===== src/rtl/opcode_sequencer.sv =====
// Registered opcode sequencer: accepts {opcode, operand} over valid/ready, drives a one-hot op
// strobe, sequences two-phase ops, latches HALT until resumed and counts retired instructions.
module opcode_sequencer #(
   parameter int unsigned        OPW     = 4,
   parameter int unsigned        OPRW    = 4,
   parameter logic [2**OPW-1:0]  MULTI   = 'h0006,
   parameter int unsigned        HALT_OP = 15,
   parameter int unsigned        CNTW    = 16
) (
   input  logic                 clk,
   input  logic                 rst_n,
   input  logic                 instr_valid,
   output logic                 instr_ready,
   input  logic [OPW+OPRW-1:0]  instr,
   input  logic                 stall,
   input  logic                 resume,
   output logic                 op_valid,
   output logic [2**OPW-1:0]    op_onehot,
   output logic [OPRW-1:0]      operand,
   output logic                 phase,
   output logic                 halted,
   output logic [CNTW-1:0]      retired
);

   localparam int unsigned NOPS = 2**OPW;

   typedef enum logic [1:0] {StIdle, StExec, StExec2, StHalted} state_e;

   state_e            state_q, state_d;
   logic [OPW-1:0]    opcode_q, opcode_d;
   logic [OPRW-1:0]   operand_q, operand_d;
   logic [CNTW-1:0]   retired_q, retired_d;

   logic is_halt, is_multi, ready_c, accept, retire, load;

   assign is_halt  = (opcode_q == OPW'(HALT_OP));
   // HALT is always single-phase even if its bit is set in MULTI.
   assign is_multi = MULTI[opcode_q] & ~is_halt;

   always_comb begin
      ready_c = 1'b0;
      unique case (state_q)
         StIdle:   ready_c = 1'b1;
         StExec:   ready_c = ~stall & ~is_multi & ~is_halt;
         StExec2:  ready_c = ~stall;
         StHalted: ready_c = 1'b0;
      endcase
   end

   assign instr_ready = rst_n & ready_c;
   assign accept      = instr_valid & instr_ready;

   always_comb begin
      state_d   = state_q;
      opcode_d  = opcode_q;
      operand_d = operand_q;
      retire    = 1'b0;
      load      = 1'b0;
      unique case (state_q)
         StIdle: begin
            load = accept;
         end
         StExec: begin
            if (!stall) begin
               if (is_multi) begin
                  state_d = StExec2;
               end else if (is_halt) begin
                  state_d = StHalted;
                  retire  = 1'b1;
               end else begin
                  state_d = StIdle;
                  retire  = 1'b1;
                  load    = accept;
               end
            end
         end
         StExec2: begin
            if (!stall) begin
               state_d = StIdle;
               retire  = 1'b1;
               load    = accept;
            end
         end
         StHalted: begin
            if (resume) state_d = StIdle;
         end
      endcase
      if (load) begin
         state_d   = StExec;
         opcode_d  = instr[OPW+OPRW-1:OPRW];
         operand_d = instr[OPRW-1:0];
      end
   end

   always_comb begin
      retired_d = retired_q;
      if (retire && (retired_q != {CNTW{1'b1}})) retired_d = retired_q + CNTW'(1);
   end

   always_ff @(posedge clk) begin
      if (!rst_n) begin
         state_q   <= StIdle;
         opcode_q  <= '0;
         operand_q <= '0;
         retired_q <= '0;
      end else begin
         state_q   <= state_d;
         opcode_q  <= opcode_d;
         operand_q <= operand_d;
         retired_q <= retired_d;
      end
   end

   assign op_valid  = (state_q == StExec) || (state_q == StExec2);
   assign op_onehot = op_valid ? (NOPS'(1) << opcode_q) : '0;
   assign operand   = operand_q;
   assign phase     = (state_q == StExec2);
   assign halted    = (state_q == StHalted);
   assign retired   = retired_q;

endmodule


===== config.mk =====
export PLATFORM = sky130hd
export DESIGN_NAME = opcode_sequencer
export DESIGN_NICKNAME = d
export VERILOG_FILES = /design/src/rtl/opcode_sequencer.sv
export SDC_FILE = /design/constraint.sdc
export NUM_CORES = 1
export LEC_CHECK = 0
export CAP_MARGIN = 15
export CORE_ASPECT_RATIO = 1.75
export CORE_MARGIN = 2
export CORE_UTILIZATION = 45
export DETAILED_ROUTE_END_ITERATION = 6
export MAX_ROUTING_LAYER = met4
export PLACE_DENSITY = 0.83
export SYNTH_ARGS = -nofsm -noshare
export SYNTH_HDL_FRONTEND = slang
export SYNTH_SLANG_ARGS = --single-unit

===== constraint.sdc =====
create_clock -name clk -period 2.26 [get_ports clk]
set_input_delay 0.339 -clock clk [delete_from_list [all_inputs] [get_ports clk]]
set_output_delay 0.339 -clock clk [all_outputs]
set_load 0.05 [all_outputs]

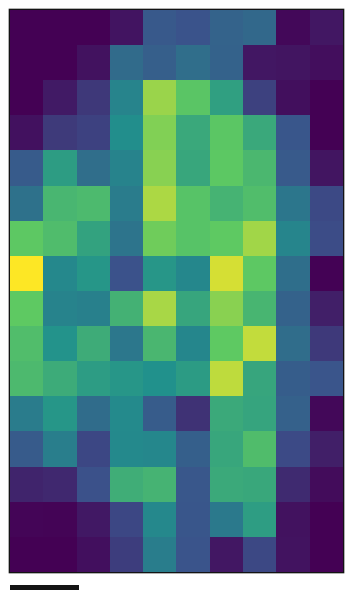
Run 1: wiring heat map
The bar under the picture is 10 um long. The die is cut into 10 by 16 equal tiles; dark purple is low, yellow is high, scaled to the fullest tile. Values are wire area over tile area, all layers added.
fullest tile: 0.41
emptiest ninth of the die: upper left
nearly empty tiles: 9.4%
tiles over half the peak: 38%
mean over tiles: 0.16

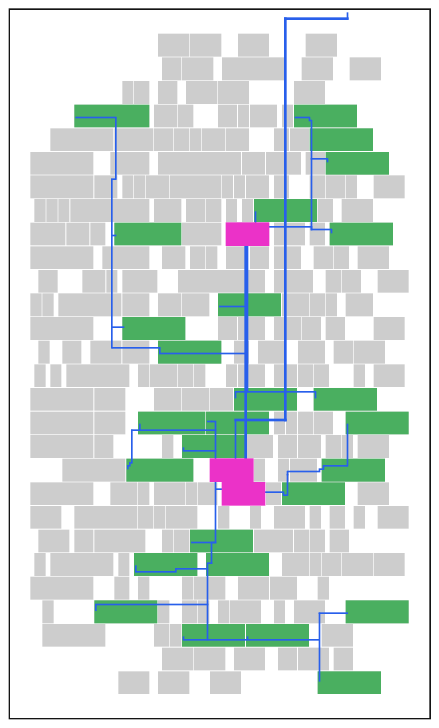
Run 1: clock wires, drivers and flops
legend:
  clock wires:
    colour: blue
    length: 338 um
  cells driving clock nets:
    colour: magenta
    count: 3
  flip-flops:
    colour: green
    count: 27
routed clock nets: 4

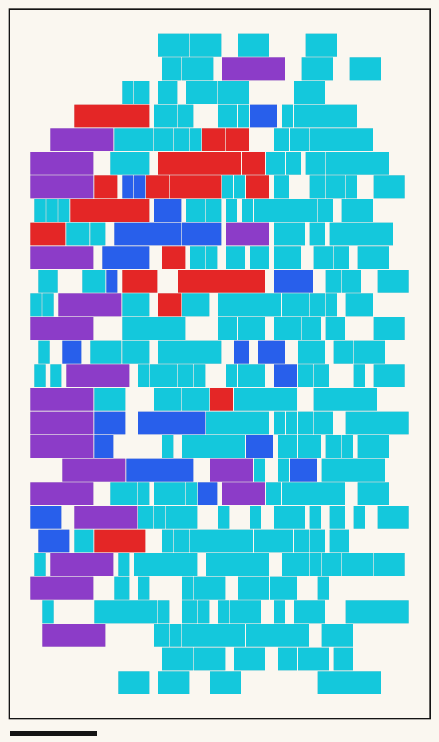
Run 1: cell sizes after repair
The bar under the picture is 10 um long.
legend:
  drive 1 or less:
    colour: cyan
    cells: 189
  drive 6 and up:
    colour: purple
    cells: 20
  drive 2:
    colour: blue
    cells: 22
  drive 3 to 4:
    colour: red
    cells: 17

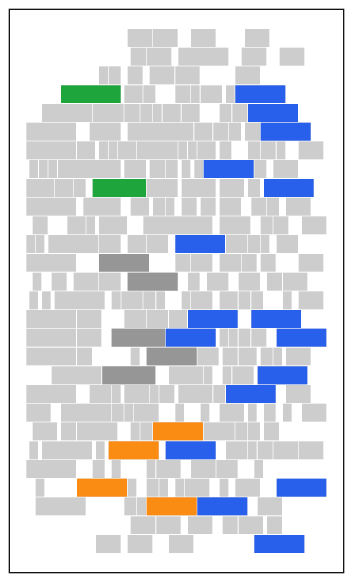
Run 1: where the registers sit
Other sequential cells in the stronger grey, the rest of the logic in the fainter grey.
legend:
  `retired`:
    colour: blue
    flops: 16
  `state_q`:
    colour: green
    flops: 2
  `operand`:
    colour: orange
    flops: 4
    where: bottom centre

==> impl_metrics.py, run 1 <==
# Auto-generated metrics
metrics = {
    "synthesis": {
        "synth_area_per_cell_um2": 8.061,
        "aoi_share_pct": 17.46,
        "largest_area_cell": "dfxtp_1",
        "ys_seq_share_pct": 34.92,
        "fa_ha_area_share_pct": 4.042,
        "synthTopCellsByArea": "dfxtp_1, nor2_1, nand2_1, ha_1, mux2i_1",
        "top_cell_area_share_pct": 34.92,
        "synth_flops": 27,
        "mux_share_pct": 3.880,
        "simple_gate_share_pct": 32.74,
        "synthesis.area_mm2": 0.001548,
        "edf_count": 0,
        "ff_type": "dfxtp_1",
        "synth_cell_types": 45,
        "syn_nets": 210,
        "topCombFamilyByArea": "simple AND/OR/NAND/NOR gates",
        "ys_cells": 192,
        "synth-async-reset-ratio_pct": 0,
    },
    "placement": {
        "dp_cells": 288,
        "gp_congestion": 0.8045,
        "dp_slack_ns": -0.02723,
    },
    "clock_network": {
        "cts_max_path_buffers": 2,
        "clock_sinks": 27,
        "cts_buffers": 3,
        "post_cts_buffers": 0,
        "htreeDepth": 1,
        "clkLatencyLatePin_ns": 0.27,
        "cts.clk_slew.worst_paths_ns": 0.09,
        "cts_resized": 2,
        "cts-root-buf": "clkbuf_8",
    },
    "critical_path": {
        "path_max_fanout": 5,
        "worstPathCellList": "inv_2 -> ha_1 -> buf_4 -> clkdlybuf4s50_1",
        "crit_arrival_ns": 1.86,
        "cp_num_buf_inv": 3,
        "path_delay_family": "buffers and inverters",
        "cp-end-kind": "output pin",
        "worstPathRequired_ns": 1.92,
        "cpMaxStageDelayCell": "clkdlybuf4s50_1",
        "r2r_cells": 7,
        "path_class": "reg -> out",
        "start_kind": "flip-flop",
        "path_depth": 4,
    },
    "final_layout": {
        "areaGrowthSynthToFinish_pct": 57.48,
        "drive_gt1_share_pct": 23.79,
        "final_cell_count_no_fill": 293,
    },
    "die": {
        "chipArea_mm2": 0.003943,
        "chipHeight_um": 81.58,
        "core_util_floorplan_pct": 46.50,
        "io_pins": 53,
        "rows": 28,
        "die_w_um": 48.33,
    },
    "detailed_routing": {
        "avgRoutedWirePerCell_um": 13.72,
        "postRouteAntennaNets": 0,
        "wl_mm": 4.019,
        "drt_first_iter_violations": 26,
        "vias": 1561,
        "drtPass1Iterations": 5,
        "avgViaCountPerCell": 5.328,
    },
    "timing": {
        "layout_min_cycle_time_ns": 2.197,
        "finalCritPeriodShare_pct": 97.21,
        "max_freq_mhz": 455.2,
        "tightest_slew_ns": 0.5641,
        "hold_viol_final": 0,
        "slew_headroom_pct": 62.27,
        "skew_ns": 0.004720,
        "layout_setup_ws_ns": 0.06310,
        "slew_viol_final": 0,
    },
    "pwr": {
        "power_density_mw_per_mm2": 512.3,
        "p_leak_uw": 0.0009159,
    },
    "hold_path": {
        "hold_class": "reg -> reg",
    },
    "global_routing": {
        "grt_max_degree": 23,
        "grt_pass1_vias": 1505,
        "grt_pass1_wl_mm": 6.644,
    },
    "flow_run": {
        "warnings": 30,
        "max_cap_violations": 0,
    },
    "status": {
        "status": "finished clean",
    },
}
run 1: path summary, 6_finish.rpt:
check	start	endpoint	slack, ns
hold reg to reg	operand[1]	operand[1]	0.47
hold / removal	operand[1]	operand[1]	0.47
setup / recovery	state_q[0]	phase	0.06
setup reg to reg	state_q[0]	retired[4]	0.28
run 1: layout make-up:
cell class | instances | area, um^2
Tap cell | 45 | 56.30
Inverter | 7 | 26.28
Sequential cell | 27 | 548.0
Clock buffer | 3 | 41.29
Multi-Input combinational cell | 150 | 1012
Timing Repair Buffer | 60 | 748.2
Clock inverter | 1 | 5.005
Fill cell | 253 | 890.9
run 1: registers in the layout, summed over array words and instances (netlist names), named ones only:
| register | flops |
|---|---|
| retired | 16 |
| opcode_q | 4 |
| operand | 4 |
| state_q | 2 |
run 1: metrics by stage:
stage,instance area [um^2],total power (uW),hold WS (ns),TNS [ns]
2_1_floorplan,1583,795.2,0.4476,-0.4286
3_3_place_gp,2333,938.2,0.4507,0
3_5_place_dp,2333,945.2,0.4551,-0.02723
4_1_cts,2390,1224,0.4685,0
5_1_grt,2437,1310,0.5011,-0.004347
6_report,2437,1249,0.4668,0
run 1: synthesized netlist by cell type, types with 2 or more instances:
cell       n
nand2_1   22
mux2i_1    6
a31o_2     3
nand2b_1   9
xnor2_1    2
o21ai_0   10
nand3_1    6
nor2_1    26
ha_1       5
and3_1     2
inv_1      7
nand3b_1   3
or3_1      5
dfxtp_1   27
nor3_1     6
and2_1     3
clkbuf_1   2
and4_1     5
buf_2      3
nand4_1    3
nor2b_1    2
a21oi_1   10
a22o_1     2
xor2_1     2
run 1: report_power, final:
| part | internal (uW) | switching [uW] | total (uW) | leakage (uW) |
|---|---|---|---|---|
| Clock | 124 | 150 | 273 | 0.0000255 |
| Combinational | 192 | 257 | 449 | 0.000669 |
| Sequential | 501 | 25.6 | 527 | 0.000221 |
run 1: placed cells by master, fill, tap and decap left out, drive strengths merged, types with 2 or more instances in the layout:
master         synthesis  final
xor2                   2      2
xnor2                  2      2
and2                   4      4
buf                    5     26
a21oi                 10     10
nand2                 22     22
clkdlybuf4s50          0     34
a31o                   3      3
and4                   5      5
nand4                  4      4
nand3b                 3      3
nor2b                  2      2
inv                    7      7
mux2i                  6      6
a22o                   2      2
clkbuf                 2      3
dfxtp                 27     27
nor3                   7      7
nor2                  26     26
ha                     5      5
nand2b                 9      9
o21a                   2      2
o21ai                 11     11
or3                    6      6
and3                   2      2
nand3                  6      6
run 1: worst reg2reg max path: cells and delay by family (launching register included):
family | cells | cell delay (ns)
AOI/OAI and AO/OA | 2 | 0.79
and+or+nand+nor | 2 | 0.35
DFF | 1 | 0.34
adders and majority gates | 1 | 0.20
muxes | 1 | 0.18
buffers and inverters | 1 | 0.08
run 1: logic make-up after synthesis:
group,count (synthesis)
buf+inv,15
mux,6
compound gates,37
fa+ha+maj,5
simple gates,98
flops,27
xor+xnor,4
run 1: per-layer routing:
metal  vias to the layer above  track usage, %  routed length, um
met2                        39           44.86               2358
met4                         0           10.57                 73
met5                         -               -                  0
met1                       731           19.91               1456
li1                        787               -                  -
met3                         4           2.364                131
Run 1, cell placement:
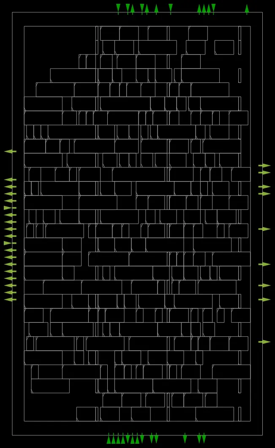

--- run 2 (diff from run 1) ---
--- a/config.mk
+++ b/config.mk
@@ -9,6 +9,7 @@
 export CORE_ASPECT_RATIO = 1.75
 export CORE_MARGIN = 2
 export CORE_UTILIZATION = 45
+export CTS_BUF_LIST = sky130_fd_sc_hd__clkbuf_16
 export DETAILED_ROUTE_END_ITERATION = 6
 export MAX_ROUTING_LAYER = met4
 export PLACE_DENSITY = 0.83
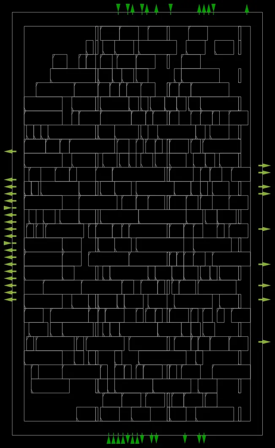
Run 2: cell placement
std cell rows: 28
final core utilization: 73.83%

==> impl_metrics.py, run 2 <==
# Auto-generated metrics
metrics = {
    "synthesis": {
        "synthesis.area_mm2": 0.001548,
        "aoi_share_pct": 17.46,
        "edf_count": 0,
        "topCombFamilyByArea": "simple AND/OR/NAND/NOR gates",
        "synth_area_per_cell_um2": 8.061,
        "synth-async-reset-ratio_pct": 0,
        "syn_nets": 210,
        "top_cell_area_share_pct": 34.92,
        "yosys_area_mm2": 0.001548,
        "fa_ha_area_share_pct": 4.042,
        "ys_seq_share_pct": 34.92,
        "synth_cell_types": 45,
        "simple_gate_share_pct": 32.74,
        "top_cells_by_count": "dfxtp_1, nor2_1, nand2_1",
        "largest_area_cell": "dfxtp_1",
        "most_common_cell": "dfxtp_1",
        "ff_type": "dfxtp_1",
        "ys_cells": 192,
    },
    "detailed_routing": {
        "drt_first_iter_violations": 31,
        "vias": 1594,
        "wl_mm": 4.202,
        "avgViaCountPerCell": 5.440,
        "avgRoutedWirePerCell_um": 14.34,
        "drtPass1Iterations": 4,
        "postRouteAntennaNets": 0,
    },
    "clock_network": {
        "htreeDepth": 1,
        "cts_max_path_buffers": 2,
        "cts-root-buf": "clkbuf_16",
        "clkLatencyLatePin_ns": 0.26,
        "hold_buffers": 0,
        "cts.clk_slew.worst_paths_ns": 0.07,
        "cts_buffers": 3,
        "clock_sinks": 27,
    },
    "pwr": {
        "p_seq_share_pct": 38.5,
        "power.share.clock_pct": 29.4,
        "power_density_mw_per_mm2": 558.5,
        "p_leak_uw": 0.0009325,
        "pwr-share-comb_pct": 32.0,
        "p_sw_share_pct": 32.57,
        "cell_internal_pwr_uw": 925.5,
        "switchingPower_uw": 447.0,
        "total_power_uw": 1373,
    },
    "die": {
        "die_w_um": 48.33,
        "core_util_floorplan_pct": 46.50,
        "io_pins": 53,
        "chipArea_mm2": 0.003943,
        "chipHeight_um": 81.58,
    },
    "final_layout": {
        "comb_area_um2": 996.0,
        "largest_reg_flops": 16,
        "areaGrowthSynthToFinish_pct": 58.77,
        "drive_gt1_share_pct": 22.58,
        "mostFrequentLayoutCell": "clkdlybuf4s50_1",
        "fillerInstances": 246,
        "final_layout_top_logic_cells": "clkdlybuf4s50_1, nor2_1, dfxtp_1",
    },
    "critical_path": {
        "crit_arrival_ns": 1.86,
        "worstPathCellList": "inv_2 -> ha_1 -> buf_4 -> clkdlybuf4s50_1",
        "cp_num_buf_inv": 3,
        "start_kind": "flip-flop",
        "worstPathRequired_ns": 1.92,
        "path_delay_family": "buffers and inverters",
        "path_class": "reg -> out",
        "cpMaxStageDelayCell": "clkdlybuf4s50_1",
    },
    "timing": {
        "finalCritPeriodShare_pct": 97.52,
        "skew_ns": 0.002094,
        "max_freq_mhz": 453.7,
        "hold_viol_final": 0,
        "tightest_slew_ns": 0.5499,
        "slew_viol_final": 0,
        "slew_headroom_pct": 63.22,
        "layout_setup_ws_ns": 0.05606,
        "layout_min_cycle_time_ns": 2.204,
        "setup_tns_ns": 0,
    },
    "global_routing": {
        "grt_pass1_vias": 1552,
        "grt_pass1_wl_mm": 6.900,
    },
    "hold_path": {
        "hold_class": "reg -> reg",
    },
    "placement": {
        "dp_slack_ns": -0.02723,
        "gp_congestion": 0.8045,
    },
    "flow_run": {
        "max_cap_violations": 0,
    },
    "status": {
        "status": "finished clean",
    },
}
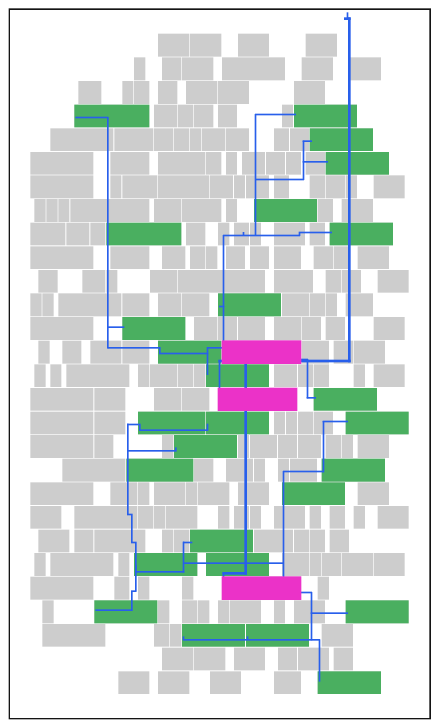
Run 2: clock wires, drivers and flops
legend:
  cells driving clock nets:
    colour: magenta
    count: 3
  clock wires:
    colour: blue
    length: 344 um
  flip-flops:
    colour: green
    count: 27
routed clock nets: 4

[run 2: cell counts after synthesis]
No cell type changed its count.
[run 2: worst min-delay path, cell delays in order (launching register included)]
cell	delay, ns
dfxtp_1	0.31
nand2_1	0.05
o21ai_0	0.06
[run 2: layer usage]
metal / track usage (%) / vias up / routed length [um]
met3: 2.727 / 9 / 152
met4: 9.429 / 0 / 110
met5: - / - / 0
met2: 46.39 / 48 / 2499
li1: - / 789 / -
met1: 20.79 / 748 / 1440
[run 2: timing repair]
action                                  in CTS  in global routing
setup buffers                                0                  1
pin swaps                                    0                  2
gates resized                                2                 10
endpoints found under the setup margin       4                 11
[run 2: per-stage QoR]
stage	hold WS [ns]	utilization, %	instances	instance area (um^2)
3_5_place_dp	0.4551	70.11	288	2333
4_1_cts	0.4645	72.82	292	2424
6_report	0.4622	73.83	293	2457
2_1_floorplan	0.4476	-	192	1583
5_1_grt	0.4965	73.83	293	2457
3_3_place_gp	0.4507	70.11	288	2333
[run 2: power groups by stage]
stage	clock, uW	sequential, uW	combinational, uW
final	404	529	439
after global routing	429	532	467
after CTS	408	526	419
after detailed placement	0	536	409
after global placement	0	535	403
after floorplan	0	560	235
[run 2: path summary, 6_finish.rpt]
| kind | to | slack (ns) | from | cells after the start |
|---|---|---|---|---|
| min | operand[1] | 0.46 | operand[1] | 2 |
| max reg2reg | retired[4] | 0.20 | state_q[0] | 7 |
| min reg2reg | operand[1] | 0.46 | operand[1] | 2 |
| max | phase | 0.06 | state_q[0] | 4 |
[run 2: cells by family after synthesis]
family / after synthesis
simple gates: 98
compound gates: 37
flops: 27
buf+inv: 15
mux: 6
fa+ha+maj: 5
xor+xnor: 4
[run 2: final cells by class]
| type | count | share of cell area, % |
|---|---|---|
| Clock inverter | 1 | 0.2037 |
| Clock buffer | 3 | 3.055 |
| Multi-Input combinational cell | 150 | 40.53 |
| Sequential cell | 27 | 22.40 |
| Timing Repair Buffer | 60 | 30.45 |
| Inverter | 7 | 1.069 |
| Tap cell | 45 | 2.291 |
--- run 3 (diff from run 2) ---
--- a/config.mk
+++ b/config.mk
@@ -11,6 +11,7 @@
 export CORE_UTILIZATION = 45
 export CTS_BUF_LIST = sky130_fd_sc_hd__clkbuf_16
 export DETAILED_ROUTE_END_ITERATION = 6
+export HOLD_SLACK_MARGIN = 0.12
 export MAX_ROUTING_LAYER = met4
 export PLACE_DENSITY = 0.83
 export SYNTH_ARGS = -nofsm -noshare
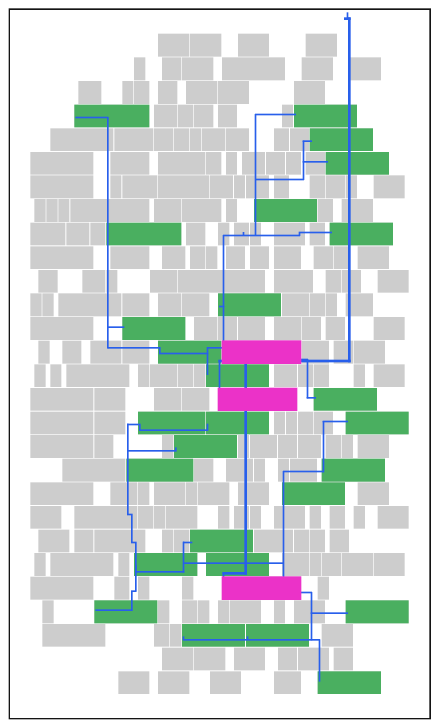
Run 3: clock wires, drivers and flops
legend:
  cells driving clock nets:
    colour: magenta
    count: 3
  clock wires:
    colour: blue
    length: 344 um
  flip-flops:
    colour: green
    count: 27
routed clock nets: 4

==> impl_metrics.py, run 3 <==
# Auto-generated metrics
metrics = {
    "final_layout": {
        "final_layout_top_logic_cells": "clkdlybuf4s50_1, nor2_1, dfxtp_1",
        "areaGrowthSynthToFinish_pct": 58.77,
        "comb_area_um2": 996.0,
        "final_cell_count_no_fill": 293,
        "seqCellArea_um2": 550.5,
        "drive_gt1_share_pct": 22.58,
        "largest_reg_flops": 16,
    },
    "synthesis": {
        "ff_type": "dfxtp_1",
        "synth_cell_types": 45,
        "most_common_cell": "dfxtp_1",
        "yosys_area_mm2": 0.001548,
        "top_cells_by_count": "dfxtp_1, nor2_1, nand2_1",
        "top_cell_area_share_pct": 34.92,
        "synth_flops": 27,
        "synth_area_per_cell_um2": 8.061,
        "ys_cells": 192,
        "simple_gate_share_pct": 32.74,
        "synthesis.area_mm2": 0.001548,
        "topCombFamilyByArea": "simple AND/OR/NAND/NOR gates",
        "synthTopCellsByArea": "dfxtp_1, nor2_1, nand2_1, ha_1, mux2i_1",
        "edf_count": 0,
        "syn_nets": 210,
        "mux_share_pct": 3.880,
        "fa_ha_area_share_pct": 4.042,
        "ys_seq_share_pct": 34.92,
    },
    "placement": {
        "dp_cells": 288,
        "dp_slack_ns": -0.02723,
    },
    "critical_path": {
        "cp_num_buf_inv": 3,
        "worstPathCellList": "inv_2 -> ha_1 -> buf_4 -> clkdlybuf4s50_1",
        "path_delay_family": "buffers and inverters",
        "r2r_end": "retired[4]",
        "start_kind": "flip-flop",
        "cp-end-kind": "output pin",
        "reg2reg_slack_ns": 0.20,
        "crit_arrival_ns": 1.86,
        "cpMaxStageDelayCell": "clkdlybuf4s50_1",
        "path_max_fanout": 5,
        "rr_startpoint": "state_q[0]",
        "r2r_cells": 7,
    },
    "global_routing": {
        "use_met2_pct": 46.39,
        "met1_usage_pct": 20.79,
        "grt_max_degree": 23,
        "grt_pass1_wl_mm": 6.900,
        "grt_util_met3_pct": 2.727,
        "grt_pass1_vias": 1552,
        "grt-busiest-layer": "met2",
    },
    "hold_path": {
        "hp-start": "operand[1]",
        "min_delay_path_depth": 2,
        "hold_class": "reg -> reg",
        "hold_end": "operand[1]",
    },
    "detailed_routing": {
        "avgRoutedWirePerCell_um": 14.34,
        "drtPass1Iterations": 4,
        "vias": 1594,
        "drt_first_iter_violations": 31,
        "wl_mm": 4.202,
        "postRouteAntennaNets": 0,
    },
    "clock_network": {
        "cts_max_path_buffers": 2,
        "cts_buffers": 3,
        "htreeDepth": 1,
        "clock_sinks": 27,
    },
    "flow_run": {
        "max_cap_violations": 0,
    },
    "pwr": {
        "switchingPower_uw": 447.0,
        "p_seq_share_pct": 38.5,
        "power_density_mw_per_mm2": 558.5,
        "pwr-share-comb_pct": 32.0,
        "p_leak_uw": 0.0009325,
        "power.share.clock_pct": 29.4,
        "p_sw_share_pct": 32.57,
    },
    "timing": {
        "tightest_slew_ns": 0.5499,
        "slew_viol_final": 0,
        "finalCritPeriodShare_pct": 97.52,
        "hold_viol_final": 0,
        "slew_headroom_pct": 63.22,
        "skew_ns": 0.002094,
        "layout_min_cycle_time_ns": 2.204,
    },
    "status": {
        "status": "finished clean",
    },
    "die": {
        "core_util_floorplan_pct": 46.50,
        "io_pins": 53,
        "chipArea_mm2": 0.003943,
        "die_w_um": 48.33,
        "rows": 28,
    },
}
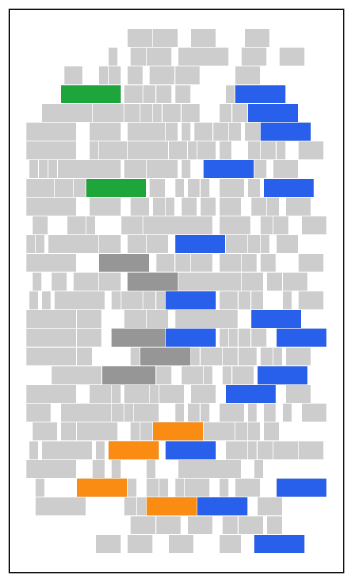
Run 3: where the registers sit
Other sequential cells in the stronger grey, the rest of the logic in the fainter grey.
legend:
  `operand`:
    colour: orange
    flops: 4
    where: bottom centre
  `retired`:
    colour: blue
    flops: 16
  `state_q`:
    colour: green
    flops: 2

run 3: cell families after synthesis:
| logic type | after synthesis |
|---|---|
| AND/OR/NAND/NOR | 98 |
| AND-OR/OR-AND | 37 |
| flip-flops | 27 |
| buffers and inverters | 15 |
| multiplexers | 6 |
| adder cells (fa/ha/maj) | 5 |
| XOR/XNOR | 4 |
run 3: per-layer routing:
metal  part of all wire [%]  up-vias
met3                    3.6        9
met2                     59       48
li1                       -      789
met5                      0        -
met4                    2.6        0
met1                     34      748
run 3: final cells by class:
cell class              instances  share of cell area (%)
flip-flops and latches         27                   22.40
inverters                       7                   1.069
clock buffers                   3                   3.055
repair buffers                 60                   30.45
well taps                      45                   2.291
multi-input cells             150                   40.53
clock inverters                 1                  0.2037
run 3: what timing repair did:
item | CTS | global route
setup endpoints to repair | 4 | 11
resized | 2 | 10
setup buffers | 0 | 1
pin swaps | 0 | 2
run 3: how the worst max path moves through the flow:
stage,slack (ns),cells after the start,end,start
after global placement,0.03,6,flip-flop,stall
after global routing,-0.002,6,op_onehot[0],state_q[1]
after detailed placement,-0.03,6,flip-flop,stall
after floorplan,-0.27,5,op_onehot[0],state_q[1]
after CTS,0.03,6,op_onehot[0],state_q[0]
final,0.06,4,phase,state_q[0]
run 3: per-stage QoR:
| stage | TNS (ns) | total power [uW] | util, % | cell area, um^2 |
|---|---|---|---|---|
| floorplan | -0.4286 | 795.2 | - | 1583 |
| global placement | 0 | 938.2 | 70.11 | 2333 |
| detailed placement | -0.02723 | 945.2 | 70.11 | 2333 |
| CTS | 0 | 1352 | 72.82 | 2424 |
| global route | -0.002128 | 1428 | 73.83 | 2457 |
| finish | 0 | 1373 | 73.83 | 2457 |
run 3: power groups by stage:
stage                     sequential [uW]  combinational [uW]  clock, uW
after floorplan                       560                 235          0
after global placement                535                 403          0
after detailed placement              536                 409          0
after CTS                             526                 419        408
after global routing                  532                 467        429
final                                 529                 439        404
run 3: worst reg2reg max path, stage by stage, from the launching register on:
cell and delay [ns]:
dfxtp_4 0.36, inv_2 0.08, ha_1 0.21, nor2b_1 0.09
a2111oi_4 0.45, o21a_2 0.37, and4_1 0.26, mux2i_1 0.18
Power is estimated from default activity; no workload was simulated.
